<file path="config.mk">
export PLATFORM = sky130hd
export DESIGN_NAME = coder_prio
export DESIGN_NICKNAME = d
export VERILOG_FILES = /design/src/rtl/coder_prio.sv
export SDC_FILE = /design/constraint.sdc
export NUM_CORES = 1
export LEC_CHECK = 0
export ABC_AREA = 0
export CAP_MARGIN = 15
export CELL_PAD_IN_SITES_DETAIL_PLACEMENT = 1
export CELL_PAD_IN_SITES_GLOBAL_PLACEMENT = 1
export CORE_UTILIZATION = 40
export DETAILED_ROUTE_END_ITERATION = 8
export GPL_TIMING_DRIVEN = 0
export HOLD_SLACK_MARGIN = 0.1
export PLACE_DENSITY = 0.88
export SYNTH_ARGS = -nofsm -noshare
export SYNTH_HDL_FRONTEND = slang
export SYNTH_SLANG_ARGS = --single-unit
</file>
<file path="constraint.sdc">
create_clock -name i_clk -period 2.8 [get_ports i_clk]
set_input_delay 0.42 -clock i_clk [delete_from_list [all_inputs] [get_ports i_clk]]
set_output_delay 0.42 -clock i_clk [all_outputs]
set_load 0.01 [all_outputs]
</file>
<file path="src/rtl/coder_prio.sv">
// Registered priority / one-hot encoder with valid-ready handshake and a
// saturating counter of accepted error words.
module coder_prio #(
   parameter int unsigned N_IN   = 10,
   parameter int unsigned W_CODE = 4,
   parameter int unsigned MODE   = 0,
   parameter int unsigned W_ERR  = 8
) (
   input  logic              i_clk,
   input  logic              i_rst_n,
   input  logic              i_valid,
   output logic              o_ready,
   input  logic [N_IN-1:0]   i_data,
   output logic              o_valid,
   input  logic              i_ready,
   output logic [W_CODE-1:0] o_code,
   output logic              o_err,
   input  logic              i_clr_cnt,
   output logic [W_ERR-1:0]  o_err_cnt
);

   if ((64'd1 << W_CODE) <= 64'(N_IN)) begin : g_bad_width
      $error("coder_prio: 2**W_CODE must exceed N_IN");
   end
   if (MODE > 2) begin : g_bad_mode
      $error("coder_prio: MODE must be 0, 1 or 2");
   end

   logic              out_valid;
   logic [W_CODE-1:0] out_code;
   logic              out_err;
   logic [W_ERR-1:0]  err_cnt;
   logic [W_CODE-1:0] enc_code;
   logic              enc_err;
   logic              accept;
   int unsigned       ones;
   int unsigned       hit;

   always_comb begin
      enc_code = '0;
      enc_err  = 1'b1;
      ones     = 0;
      hit      = 0;
      if (MODE == 1) begin
         // Scan downward so the lowest set bit is the last one recorded.
         for (int k = int'(N_IN) - 1; k >= 0; k--) begin
            if (i_data[k]) begin
               ones = ones + 1;
               hit  = k;
            end
         end
      end else begin
         for (int k = 0; k < int'(N_IN); k++) begin
            if (i_data[k]) begin
               ones = ones + 1;
               hit  = k;
            end
         end
      end
      if ((MODE == 0) ? (ones == 1) : (ones != 0)) begin
         enc_code = W_CODE'(hit + 1);
         enc_err  = 1'b0;
      end
   end

   assign o_ready = !out_valid || i_ready;
   assign accept  = i_valid && o_ready;

   always_ff @(posedge i_clk or negedge i_rst_n) begin
      if (!i_rst_n) begin
         out_valid <= 1'b0;
         out_code  <= '0;
         out_err   <= 1'b0;
      end else if (accept) begin
         out_valid <= 1'b1;
         out_code  <= enc_code;
         out_err   <= enc_err;
      end else if (i_ready) begin
         out_valid <= 1'b0;
      end
   end

   always_ff @(posedge i_clk or negedge i_rst_n) begin
      if (!i_rst_n) begin
         err_cnt <= '0;
      end else if (i_clr_cnt) begin
         err_cnt <= '0;
      end else if (accept && enc_err && (err_cnt != '1)) begin
         err_cnt <= err_cnt + W_ERR'(1);
      end
   end

   assign o_valid   = out_valid;
   assign o_code    = out_code;
   assign o_err     = out_err;
   assign o_err_cnt = err_cnt;

endmodule

</file>
==> flow_summary.yaml, run 1 <==
# synthesis and place-and-route metrics
critical_path:
  timing.rr.end: "o_err_cnt[3]"
  cp-startpoint: "i_data[1]"
  path_common_cell: "ha_4"
  r2r_cells: 6
  cpPeakStageDelay_ns: 0.33
  worstPathRequired_ns: 2.94
  end_kind: "flip-flop"
  slowest_stage: "nor3_4"
  cp_num_buf_inv: 4
  crit_fanout: 6
  r2r_slack_ns: 0.54
  cp.arrival_ns: 5.49
  startpoint_type: "input port"
  crit_family: "adder cells"
  reg2reg_from: "o_err_cnt[2]"
  critical_path.endpoint: "o_err_cnt[0]"
  crit_type: "in2reg"
yosys:
  common_cells: "22 x nand2_1, 16 x nor2_1, 14 x dfrtp_1"
  ys_seq_share_pct: 21.3
  ys_chip_area_sq_mm: 0.00164
  yosys_cells: 196
  yosys.area_share.aoi_pct: 17.9
  ys.flops: 14
  synth.avg_cell_area_sq_um: 8.39
  top_cell: "nand2_1"
  fp_nets: 222
  ys.flop_type: "dfrtp_1"
  yosys_warnings: 0
  synthTopCellsByArea: "dfrtp_1 21%, ha_1 8.4%, nand2_1 5.0%"
  synthMuxAreaShare_pct: 6.01
  top_area_cell: "dfrtp_1"
  edf_count: 0
  ys_sh_simple_pct: 28.0
  ys_sh_adder_pct: 8.37
  yosysUniqueCellTypes: 52
  synthCells: 196
  synth-xor-area-share_pct: 14.6
  yosysTopAreaCellShare_pct: 21.3
  synthesis.area_sq_mm: 0.00164
  async_reset_ff_share_pct: 100
final_layout:
  nNonClkBuffers: 50
  logic_area_sq_mm: 0.00146
  largest_reg_flops: 8
  fin_nets: 268
  largest_cell_class: "combinational gates"
  n_fill_cell: 453
  num-multi-input-gates: 166
  buffer_area_share_pct: 17.8
  nonClockInverterCount: 7
  fin_cells: 289
  synthToLayoutAreaGrowth_pct: 45.1
  drive_gt1_share_pct: 29.9
  finalInstanceArea_sq_mm: 0.00238
  clk_share_pct: 2.31
  antennaDiodeCount: 0
min_path:
  hold_path.class: "reg2reg"
  min_path_cells: 2
  min_to: "o_err"
  hold_path_startpoint: "o_err"
route:
  top_layer: "met4"
  wl_met2_mm: 2.82
  first_pass_iters: 4
  viasPerCell: 5.93
  drtAntennaViolNets: 0
  drtIter0Drc: 119
  wl_met3_um: 195
  met1_length_mm: 2.24
  drc: 0
place:
  portBuffers: 25
  dp_slack_ns: -4.06
  dpl.cell_count: 269
  gp_congestion: 0.830
  dpl.hpwl_mm: 3.38
  dpl-instance-area_sq_mm: 0.00206
floorplan:
  fp.dieH_um: 66.1
  chipArea_sq_mm: 0.00437
  die_x_um: 66.1
  ios: 30
  nWellTaps: 48
  fp_util_pct: 43.3
  core-area_sq_mm: 0.00380
  rows: 22
outcome:
  violations: "setup timing"
  status: "finished with violations"
grt:
  grt_pass1_vias: 1733
  overflow: 0
  grtUsageMet1_pct: 34.5
  antenna_found_initial: 0
  gr-usage-met3_pct: 2.41
  grt_max_degree: 15
  grt_first_pass_wirelength_mm: 8.89
  busiest_layer: "met2"
sta:
  post-route-period-util_pct: 191
  whs_ns: 0.493
  hold_viol_final: 0
  worst_slack_ns: -2.55
  setup_viol: 13
  setup_tns_ns: -31.94
  rsz0062_at_grt: "yes"
  min_period_ns: 5.35
  slew_viol_final: 0
  max_freq_ghz: 0.187
  relSlewSlack_pct: 53.6
  worst_slew_pin_slew_ns: 0.694
clock_network:
  cts_buffers: 3
  htree_levels: 1
  cts_sinks: 14
  cts-root-buf: "clkbuf_8"
  ctsHoldBuffers: 0
  cts_buffer_depth: 2
  path_clk_slew_ns: 0.07
job:
  maxCapViolations: 0
  openroad.warnings: 30
pwr:
  cellLeakagePower_nw: 0.985
  irDropWorstVdd_mv: 0.393
  powerDensity_mw_per_mm2: 675
  report.power.total_mw: 1.61
## run 1: report_power, final
part / total, mW / internal (mW) / switching [mW]
Combinational: 1.14 / 0.582 / 0.557
Sequential: 0.267 / 0.234 / 0.0328
Clock: 0.204 / 0.125 / 0.0790
Total: 1.61 / 0.940 / 0.669
## run 1: timing repair
item | CTS | global route
buffers inserted | 14 | 4
pin swaps | 17 | 20
endpoints found under the setup margin | 13 | 13
resized | 41 | 11
## run 1: placed cells by master (no fill, tap or decap), drive strengths merged, types with 6 or more instances in the layout
cell           instances
inv                    7
nor2                  17
buf                   21
xnor2                  6
xor2                   8
clkbuf                11
o21ai                 11
nor3                   6
dfrtp                 14
ha                    11
clkdlybuf4s50         22
a21oi                 10
nand2                 22
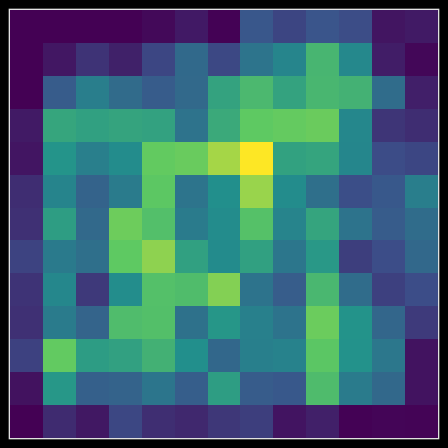
(run_1/metal_density.png)
The die is cut into 13 by 13 equal tiles; dark purple is low, yellow is high, scaled to the fullest tile. Values are wire area over tile area, all layers added.
- tiles over half the peak: 30%
- fullest tile: 0.50
- emptiest ninth of the die: top left
- mean over tiles: 0.19
- densest ninth of the die: middle
routed via count: 1,714
Total GRT Usage: 26.9%

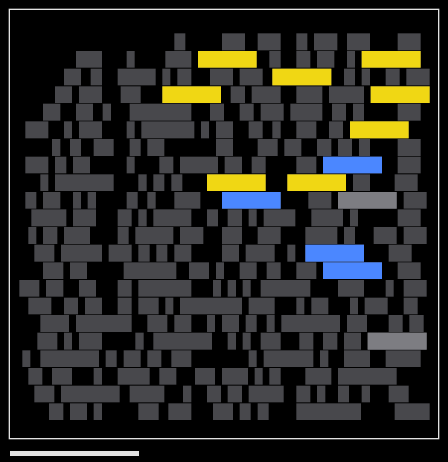
(run_1/flops_by_reg.png)
Bar = 20 um. Other sequential cells in the stronger gray, the rest of the logic in the fainter gray.
- `o_code`: blue (placed flops 4; where right middle)
- `o_err_cnt`: yellow (placed flops 8)
- not colored: 2
final core area utilization: 62.8%
register area: 350 sq um
Sequential Power: 0.267 mW
sequential share of cell area: 14.7%

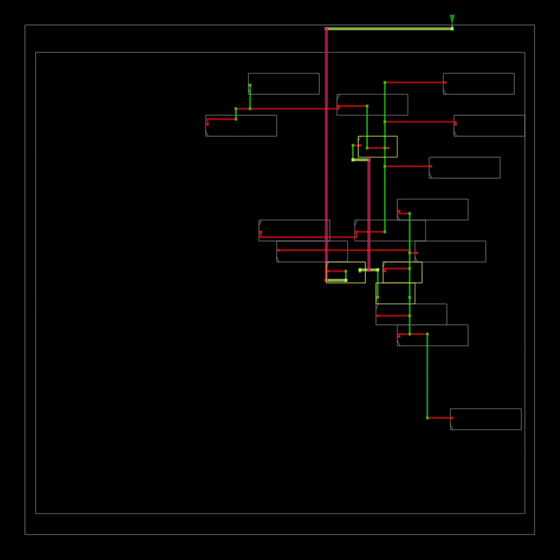
(run_1/clocks.png)
CLK BUF: 4
final setup skew: 0.00980 ns
Seq cells: 14
P_clk: 0.204 mW
clk latency late pin: 0.25 ns

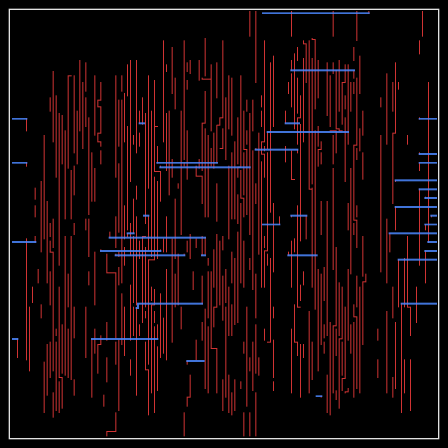
(run_1/wires.png)
Only two layers are drawn.
- metal 3: blue (wire length 196 um)
- metal 2: red (wire length 2,820 um)
final WL: 5.35 mm
WL/cell: 18.5 um

==> run 1 -> run 2 <==
CTS_CLUSTER_SIZE = 8   (was unset)
TNS_END_PERCENT = 5   (was unset)
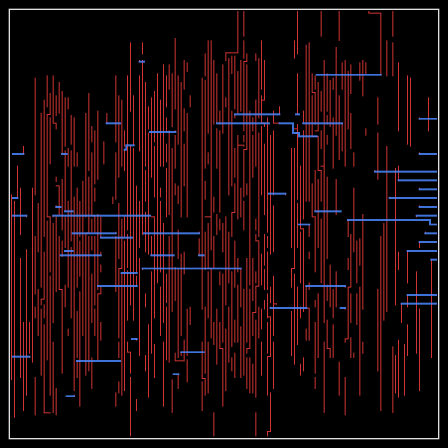
(run_2/wires.png)
Only two layers are drawn.
- metal 3: blue (wire length 228 um)
- metal 2: red (wire length 3,430 um)

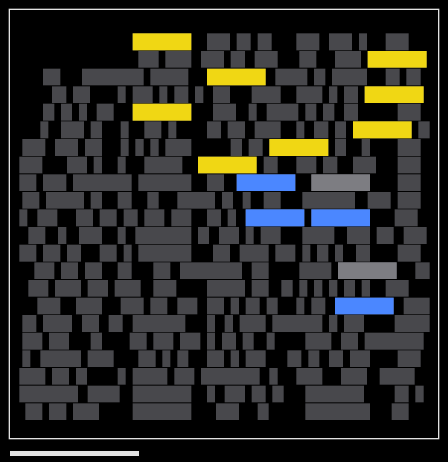
(run_2/flops_by_reg.png)
Bar = 20 um. Other sequential cells in the stronger gray, the rest of the logic in the fainter gray.
final core area utilization: 65.7%
sequential share of cell area: 14.0%

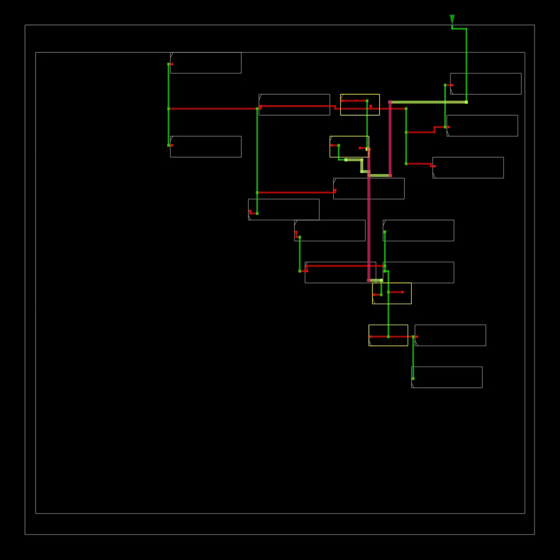
(run_2/clocks.png)
final setup skew: 0.00945 ns
P_clk: 0.202 mW
CTS Sinks: 14
Num CTS Buffers: 3

==> flow_summary.yaml, run 2 <==
# synthesis and place-and-route metrics
outcome:
  status: "finished with violations"
  violations: "setup timing"
floorplan:
  fp_util_pct: 43.3
  rows: 22
  fp.dieH_um: 66.1
  nWellTaps: 48
  core-area_sq_mm: 0.00380
  ios: 30
  chipArea_sq_mm: 0.00437
  die_x_um: 66.1
sta:
  worst_slack_ns: -2.64
  hold_viol_final: 0
  slew_viol_final: 0
  whs_ns: 0.512
  post-route-period-util_pct: 194
  relSlewSlack_pct: 54.3
  max_freq_ghz: 0.184
  min_period_ns: 5.44
  worst_slew_pin_slew_ns: 0.683
  setup_viol: 13
final_layout:
  seqCellArea_sq_um: 350
  fin_nets: 279
  buffer_area_share_pct: 20.5
  num-multi-input-gates: 166
  largest_cell_class: "combinational gates"
  clk_share_pct: 2.21
  final_cell_mix: "23 x buf_4, 22 x clkdlybuf4s50_1, 18 x nand2_1"
  nonClockInverterCount: 7
  drive_gt1_share_pct: 33.7
  synthToLayoutAreaGrowth_pct: 51.8
  clkbuf_count: 4
  final_common_cell: "buf_4"
  nNonClkBuffers: 61
  ff_count: 14
  finalInstanceArea_sq_mm: 0.00250
  largest_reg_flops: 8
  fin_cells: 300
  n_fill_cell: 449
  logic_area_sq_mm: 0.00149
yosys:
  fp_nets: 222
  yosys_warnings: 0
  top_cell: "nand2_1"
  synthCells: 196
  synthesis.area_sq_mm: 0.00164
  top_area_cell: "dfrtp_1"
  ys_chip_area_sq_mm: 0.00164
  ys_sh_adder_pct: 8.37
  yosys_cells: 196
  synthTopCellsByArea: "dfrtp_1 21%, ha_1 8.4%, nand2_1 5.0%"
  yosysTopAreaCellShare_pct: 21.3
  synth.avg_cell_area_sq_um: 8.39
  ys_seq_share_pct: 21.3
  synth-xor-area-share_pct: 14.6
  ys_sh_simple_pct: 28.0
  edf_count: 0
  yosys.area_share.aoi_pct: 17.9
  common_cells: "22 x nand2_1, 16 x nor2_1, 14 x dfrtp_1"
  ys.flop_type: "dfrtp_1"
critical_path:
  crit_fanout: 6
  crit_family: "buffers and inverters"
  path_common_cell: "buf_4"
  startpoint_type: "input port"
  cp.arrival_ns: 5.62
  slowest_stage: "or4_1"
  cpPeakStageDelay_ns: 0.49
  end_kind: "flip-flop"
  worstPathRequired_ns: 2.98
  cp_num_buf_inv: 13
grt:
  grt_first_pass_wirelength_mm: 9.54
  busiest_layer: "met2"
  grt_pass1_vias: 1885
  grtUsageTotal_pct: 29.3
  gr-usage-met3_pct: 3.79
  antenna_found_initial: 0
  overflow: 0
  grtUsageMet1_pct: 34.4
pwr:
  clkPwrFrac_pct: 11.2
  cellLeakagePower_nw: 1.05
  irDropWorstVdd_mv: 0.497
  switching_share_pct: 42.5
  report.power.total_mw: 1.80
  power_leader: "combinational cells"
  powerDensity_mw_per_mm2: 720
  seq_power_share_pct: 14.7
  p_switching_mw: 0.765
  internal-power_mw: 1.03
  pg_seq_mw: 0.265
  p_comb_share_pct: 74.0
  p_comb_mw: 1.33
route:
  drc: 0
  drtAntennaViolNets: 0
  met1_length_mm: 2.56
  drt-total-wl_mm: 6.45
  vias: 1830
  first_pass_iters: 4
  wl_per_cell_um: 21.5
  wl_met3_um: 228
  top_layer: "met4"
  viasPerCell: 6.10
clock_network:
  cts_setup_buffers: 22
  cts-root-buf: "clkbuf_8"
  htree_levels: 1
  ctsHoldBuffers: 0
  post_cts_resized: 42
  clock_latency_ns: 0.25
  path_clk_slew_ns: 0.07
  cts_tree: "yes"
min_path:
  hold_path.class: "reg2reg"
place:
  dpl-instance-area_sq_mm: 0.00203
  dpl.hpwl_mm: 3.34
  dp_slack_ns: -3.94
  dpl.cell_count: 269
  gp_congestion: 0.770
job:
  openroad.warnings: 30
-- run 2: netlist changes by cell type in the layout (fill, tap and decap cells not counted), moves of 2 or more --
cell	delta
nor2_4	+2
nor2_2	-2
buf_6	+3
a21oi_2	+2
a21oi_1	-2
o21ai_0	+3
o21ai_1	-3
nand3_2	-2
nand3_1	+2
buf_4	+9
-- run 2: path summary, 6_finish.rpt --
check,depth (start not counted),startpoint,slack (ns),end
min in group asynchronous,1,i_rst_n,0.57,o_err_cnt[4]
setup reg to reg,6,o_err_cnt[2],0.64,o_err_cnt[3]
hold / removal,2,o_err,0.51,o_err
max in group asynchronous,1,i_rst_n,1.80,o_code[3]
setup / recovery,34,i_data[1],-2.64,o_err_cnt[7]
hold reg to reg,2,o_err,0.51,o_err
==> run 2 -> run 3 <==
CORE_UTILIZATION = 42   (was 40)
GPL_TIMING_DRIVEN = unset   (was 0)
PLACE_DENSITY = 0.91   (was 0.88)
==> flow_summary.yaml, run 3 <==
# implementation run metrics
yosys:
  async_reset_ff_share_pct: 100
  synth.logic.top_family: "simple AND/OR/NAND/NOR gates"
  top_cell: "nand2_1"
  ys.flops: 14
  synthCells: 196
  synth.avg_cell_area_sq_um: 8.39
  ys_sh_simple_pct: 28.0
  synthTopCellsByArea: "dfrtp_1 21%, ha_1 8.4%, nand2_1 5.0%"
  edf_count: 0
  common_cells: "22 x nand2_1, 16 x nor2_1, 14 x dfrtp_1"
  yosysTopAreaCellShare_pct: 21.3
  yosys.area_share.aoi_pct: 17.9
  synthesis.area_sq_mm: 0.00164
  yosys_cells: 196
  ys.flop_type: "dfrtp_1"
  synthMuxAreaShare_pct: 6.01
  yosysUniqueCellTypes: 52
  yosys_warnings: 0
  top_area_cell: "dfrtp_1"
  fp_nets: 222
  ys_sh_adder_pct: 8.37
  synth-xor-area-share_pct: 14.6
  ys_seq_share_pct: 21.3
  ys_chip_area_sq_mm: 0.00164
outcome:
  failing_step: "5_1_grt"
  status: "aborted with a tool error"
  stop_error: "[ERROR DPL-0033] detailed placement checks failed during check placement."
floorplan:
  fp.dieH_um: 64.6
  ios: 30
  rows: 22
  fp_util_pct: 44.2
  die_x_um: 64.6
grt:
  antenna_found_initial: 0
  grt_max_degree: 15
place:
  dpl.hpwl_mm: 5.10
  dpl.cell_count: 311
  portBuffers: 29
  gp_congestion: 0.815
sta:
  worst_endpoint_kind: "sequential cell input"
  grt_repair_worst_endpoint: "o_err_cnt[6]$_DFFE_PN0P_/D"
clock_network:
  htree_levels: 1
  cts_buffer_depth: 2
  cts_buffers: 3
  ctsHoldBuffers: 0
  cts-root-buf: "clkbuf_8"
  cts_sinks: 14
==> run 3: cell counts after synthesis <==
No cell type changed its count.
==> run 3: stage by stage <==
stage	total power [mW]	util [%]	setup slack [ns]	instance area [sq um]
2_1_floorplan	0.836	-	-2.82	1720
4_1_cts	1.79	71.4	-2.78	2660
3_5_place_dp	1.33	64.1	-3.80	2380
3_3_place_gp	1.21	64.1	-3.35	2380
==> run 3: logic make-up after synthesis <==
family / Yosys count
AND/OR/NAND/NOR: 87
AND-OR/OR-AND: 41
XOR/XNOR: 18
buffers and inverters: 16
flip-flops: 14
adder cells (fa/ha/maj): 11
multiplexers: 9
==> run 3: repair_timing <==
action	CTS
pin swaps	30
resized	50
setup buffers	7
endpoints found under the setup margin	13
==> run 3 -> run 4 <==
CELL_PAD_IN_SITES_DETAIL_PLACEMENT = unset   (was 1)
CELL_PAD_IN_SITES_GLOBAL_PLACEMENT = unset   (was 1)
CORE_UTILIZATION = 40   (was 42)
CTS_CLUSTER_SIZE = unset   (was 8)
HOLD_SLACK_MARGIN = unset   (was 0.1)
PLACE_DENSITY = unset   (was 0.91)
PLACE_DENSITY_LB_ADDON = 0.15   (was unset)
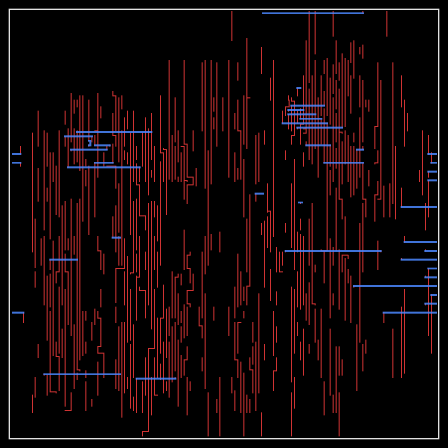
(run_4/wires.png)
Only two layers are drawn.
- metal 2: red (wire length 2,570 um)
- metal 3: blue (wire length 183 um)
routed via count: 1,823
final WL: 4.93 mm
WL/cell: 14.7 um
Total GRT Usage: 23.7%

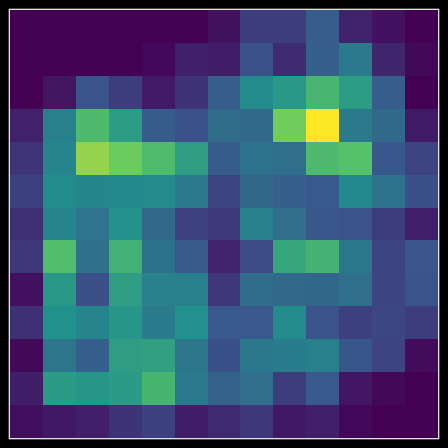
(run_4/metal_density.png)
The die is cut into 13 by 13 equal tiles; dark purple is low, yellow is high, scaled to the fullest tile. Values are wire area over tile area, all layers added.

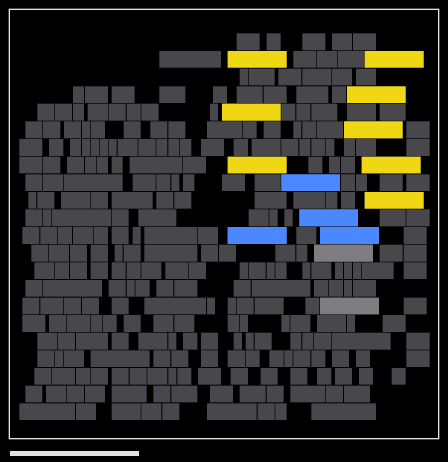
(run_4/flops_by_reg.png)
Bar = 20 um. Other sequential cells in the stronger gray, the rest of the logic in the fainter gray.
- `o_code`: blue (placed flops 4; where right middle)
- `o_err_cnt`: yellow (placed flops 8; where top right)
- not colored: 2
sequential share of cell area: 12.7%
final core area utilization: 72.5%
Sequential Power: 0.261 mW

==> flow_summary.yaml, run 4 <==
# synthesis and place-and-route metrics
pwr:
  p_switching_mw: 0.684
  cellLeakagePower_nw: 1.24
  p_comb_mw: 1.34
  powerDensity_mw_per_mm2: 652
  seq_power_share_pct: 14.5
  clkPwrFrac_pct: 11.0
  p_clk_mw: 0.198
  p_comb_share_pct: 74.5
  report.power.total_mw: 1.80
  power_leader: "combinational cells"
  internal-power_mw: 1.11
  switching_share_pct: 38.1
  irDropWorstVdd_mv: 0.564
place:
  dpl-instance-area_sq_mm: 0.00235
  gp_congestion: 0.821
  portBuffers: 29
  dpl.hpwl_mm: 3.42
  dp_slack_ns: -3.61
  dpl.cell_count: 307
sta:
  post-route-period-util_pct: 194
  slew_viol_final: 0
  whs_ns: 0.489
  relSlewSlack_pct: 58.7
  min_period_ns: 5.43
  setup_viol: 13
  hold_viol_final: 0
  rsz0062_at_grt: "yes"
  max_freq_ghz: 0.184
  fin_worst_skew_ns: 0.00394
  setup_tns_ns: -32.26
  worst_slew_pin_slew_ns: 0.618
  worst_slack_ns: -2.63
clock_network:
  cts_setup_buffers: 23
  post_cts_resized: 28
  ctsHoldBuffers: 0
  cts_buffers: 3
  clock_latency_ns: 0.24
  cts_tree: "yes"
  path_clk_slew_ns: 0.06
  htree_levels: 1
  cts_sinks: 14
  cts-root-buf: "clkbuf_8"
  cts_buffer_depth: 2
critical_path:
  cp.arrival_ns: 5.60
  end_kind: "flip-flop"
  reg2reg_from: "o_err_cnt[2]"
  crit_fanout: 6
  r2r_cells: 6
  slowest_stage: "or4_4"
  path_common_cell: "buf_4"
  worstPathRequired_ns: 2.97
  startpoint_type: "input port"
  timing.rr.end: "o_err_cnt[3]"
  crit_family: "buffers and inverters"
  crit_type: "in2reg"
  cp_num_buf_inv: 18
  r2r_slack_ns: 0.67
  cpPeakStageDelay_ns: 0.51
route:
  drc: 0
  wl_met3_um: 183
  first_pass_iters: 4
  wl_met2_mm: 2.57
  met1_length_mm: 2.11
  drtAntennaViolNets: 0
  top_layer: "met4"
  drtIter0Drc: 70
  viasPerCell: 5.43
final_layout:
  synthToLayoutAreaGrowth_pct: 67.5
  finalInstanceArea_sq_mm: 0.00275
  final_common_cell: "buf_4"
  fin_cells: 336
  antennaDiodeCount: 0
  drive_gt1_share_pct: 44.1
  largest_reg_flops: 8
  fin_nets: 315
  final_cell_mix: "65 x buf_4, 26 x clkdlybuf4s50_1, 17 x nand2_1"
floorplan:
  fp_util_pct: 43.3
  rows: 22
  ios: 30
  core-area_sq_mm: 0.00380
  chipArea_sq_mm: 0.00437
  die_x_um: 66.1
  fp.dieH_um: 66.1
yosys:
  ys.flops: 14
  ys_chip_area_sq_mm: 0.00164
  top_area_cell: "dfrtp_1"
  async_reset_ff_share_pct: 100
  ys_sh_adder_pct: 8.37
  yosys.area_share.aoi_pct: 17.9
  fp_nets: 222
  edf_count: 0
  yosys_cells: 196
  yosys_warnings: 0
  yosysTopAreaCellShare_pct: 21.3
  synthTopCellsByArea: "dfrtp_1 21%, ha_1 8.4%, nand2_1 5.0%"
  ys.flop_type: "dfrtp_1"
  synthCells: 196
  synthMuxAreaShare_pct: 6.01
  yosysUniqueCellTypes: 52
  top_cell: "nand2_1"
  synth.avg_cell_area_sq_um: 8.39
  synth-xor-area-share_pct: 14.6
  ys_seq_share_pct: 21.3
  common_cells: "22 x nand2_1, 16 x nor2_1, 14 x dfrtp_1"
  ys_sh_simple_pct: 28.0
  synthesis.area_sq_mm: 0.00164
  synth.logic.top_family: "simple AND/OR/NAND/NOR gates"
grt:
  gr-usage-met3_pct: 2.24
  grt.met2_usage_pct: 44.1
  grt_first_pass_wirelength_mm: 8.14
  overflow: 0
  grt_max_degree: 15
  antenna_found_initial: 0
  grtUsageMet1_pct: 28.3
  busiest_layer: "met2"
  grt_pass1_vias: 1866
min_path:
  hold_path.class: "reg2reg"
  min_path_cells: 2
  min_to: "o_err"
  hold_path_startpoint: "o_err"
job:
  maxCapViolations: 0
  openroad.warnings: 30
outcome:
  violations: "setup timing"
  status: "finished with violations"
-- run 4: cell counts after synthesis --
Identical to the previous run, type by type.
-- run 4: how the worst max path moves through the flow --
stage               slack (ns)  startpoint  cells past startpoint      endpoint
floorplan                -2.82   i_data[0]                     30  o_err_cnt[0]
global placement         -3.35   i_data[1]                     33  o_err_cnt[6]
detailed placement       -3.61   i_data[1]                     35  o_err_cnt[2]
CTS                      -2.64   i_data[1]                     32  o_err_cnt[2]
global route             -2.84   i_data[1]                     32  o_err_cnt[6]
finish                   -2.63   i_data[0]                     35  o_err_cnt[6]
-- run 4: area by class of cell --
cell class / count / area (sq um)
Timing Repair Buffer: 97 / 813
Clock buffer: 4 / 55.1
Sequential cell: 14 / 350
Tap cell: 48 / 60.1
Fill cell: 273 / 1040
Inverter: 7 / 31.3
Multi-Input combinational cell: 166 / 1440
Power is estimated from default activity; no workload was simulated.
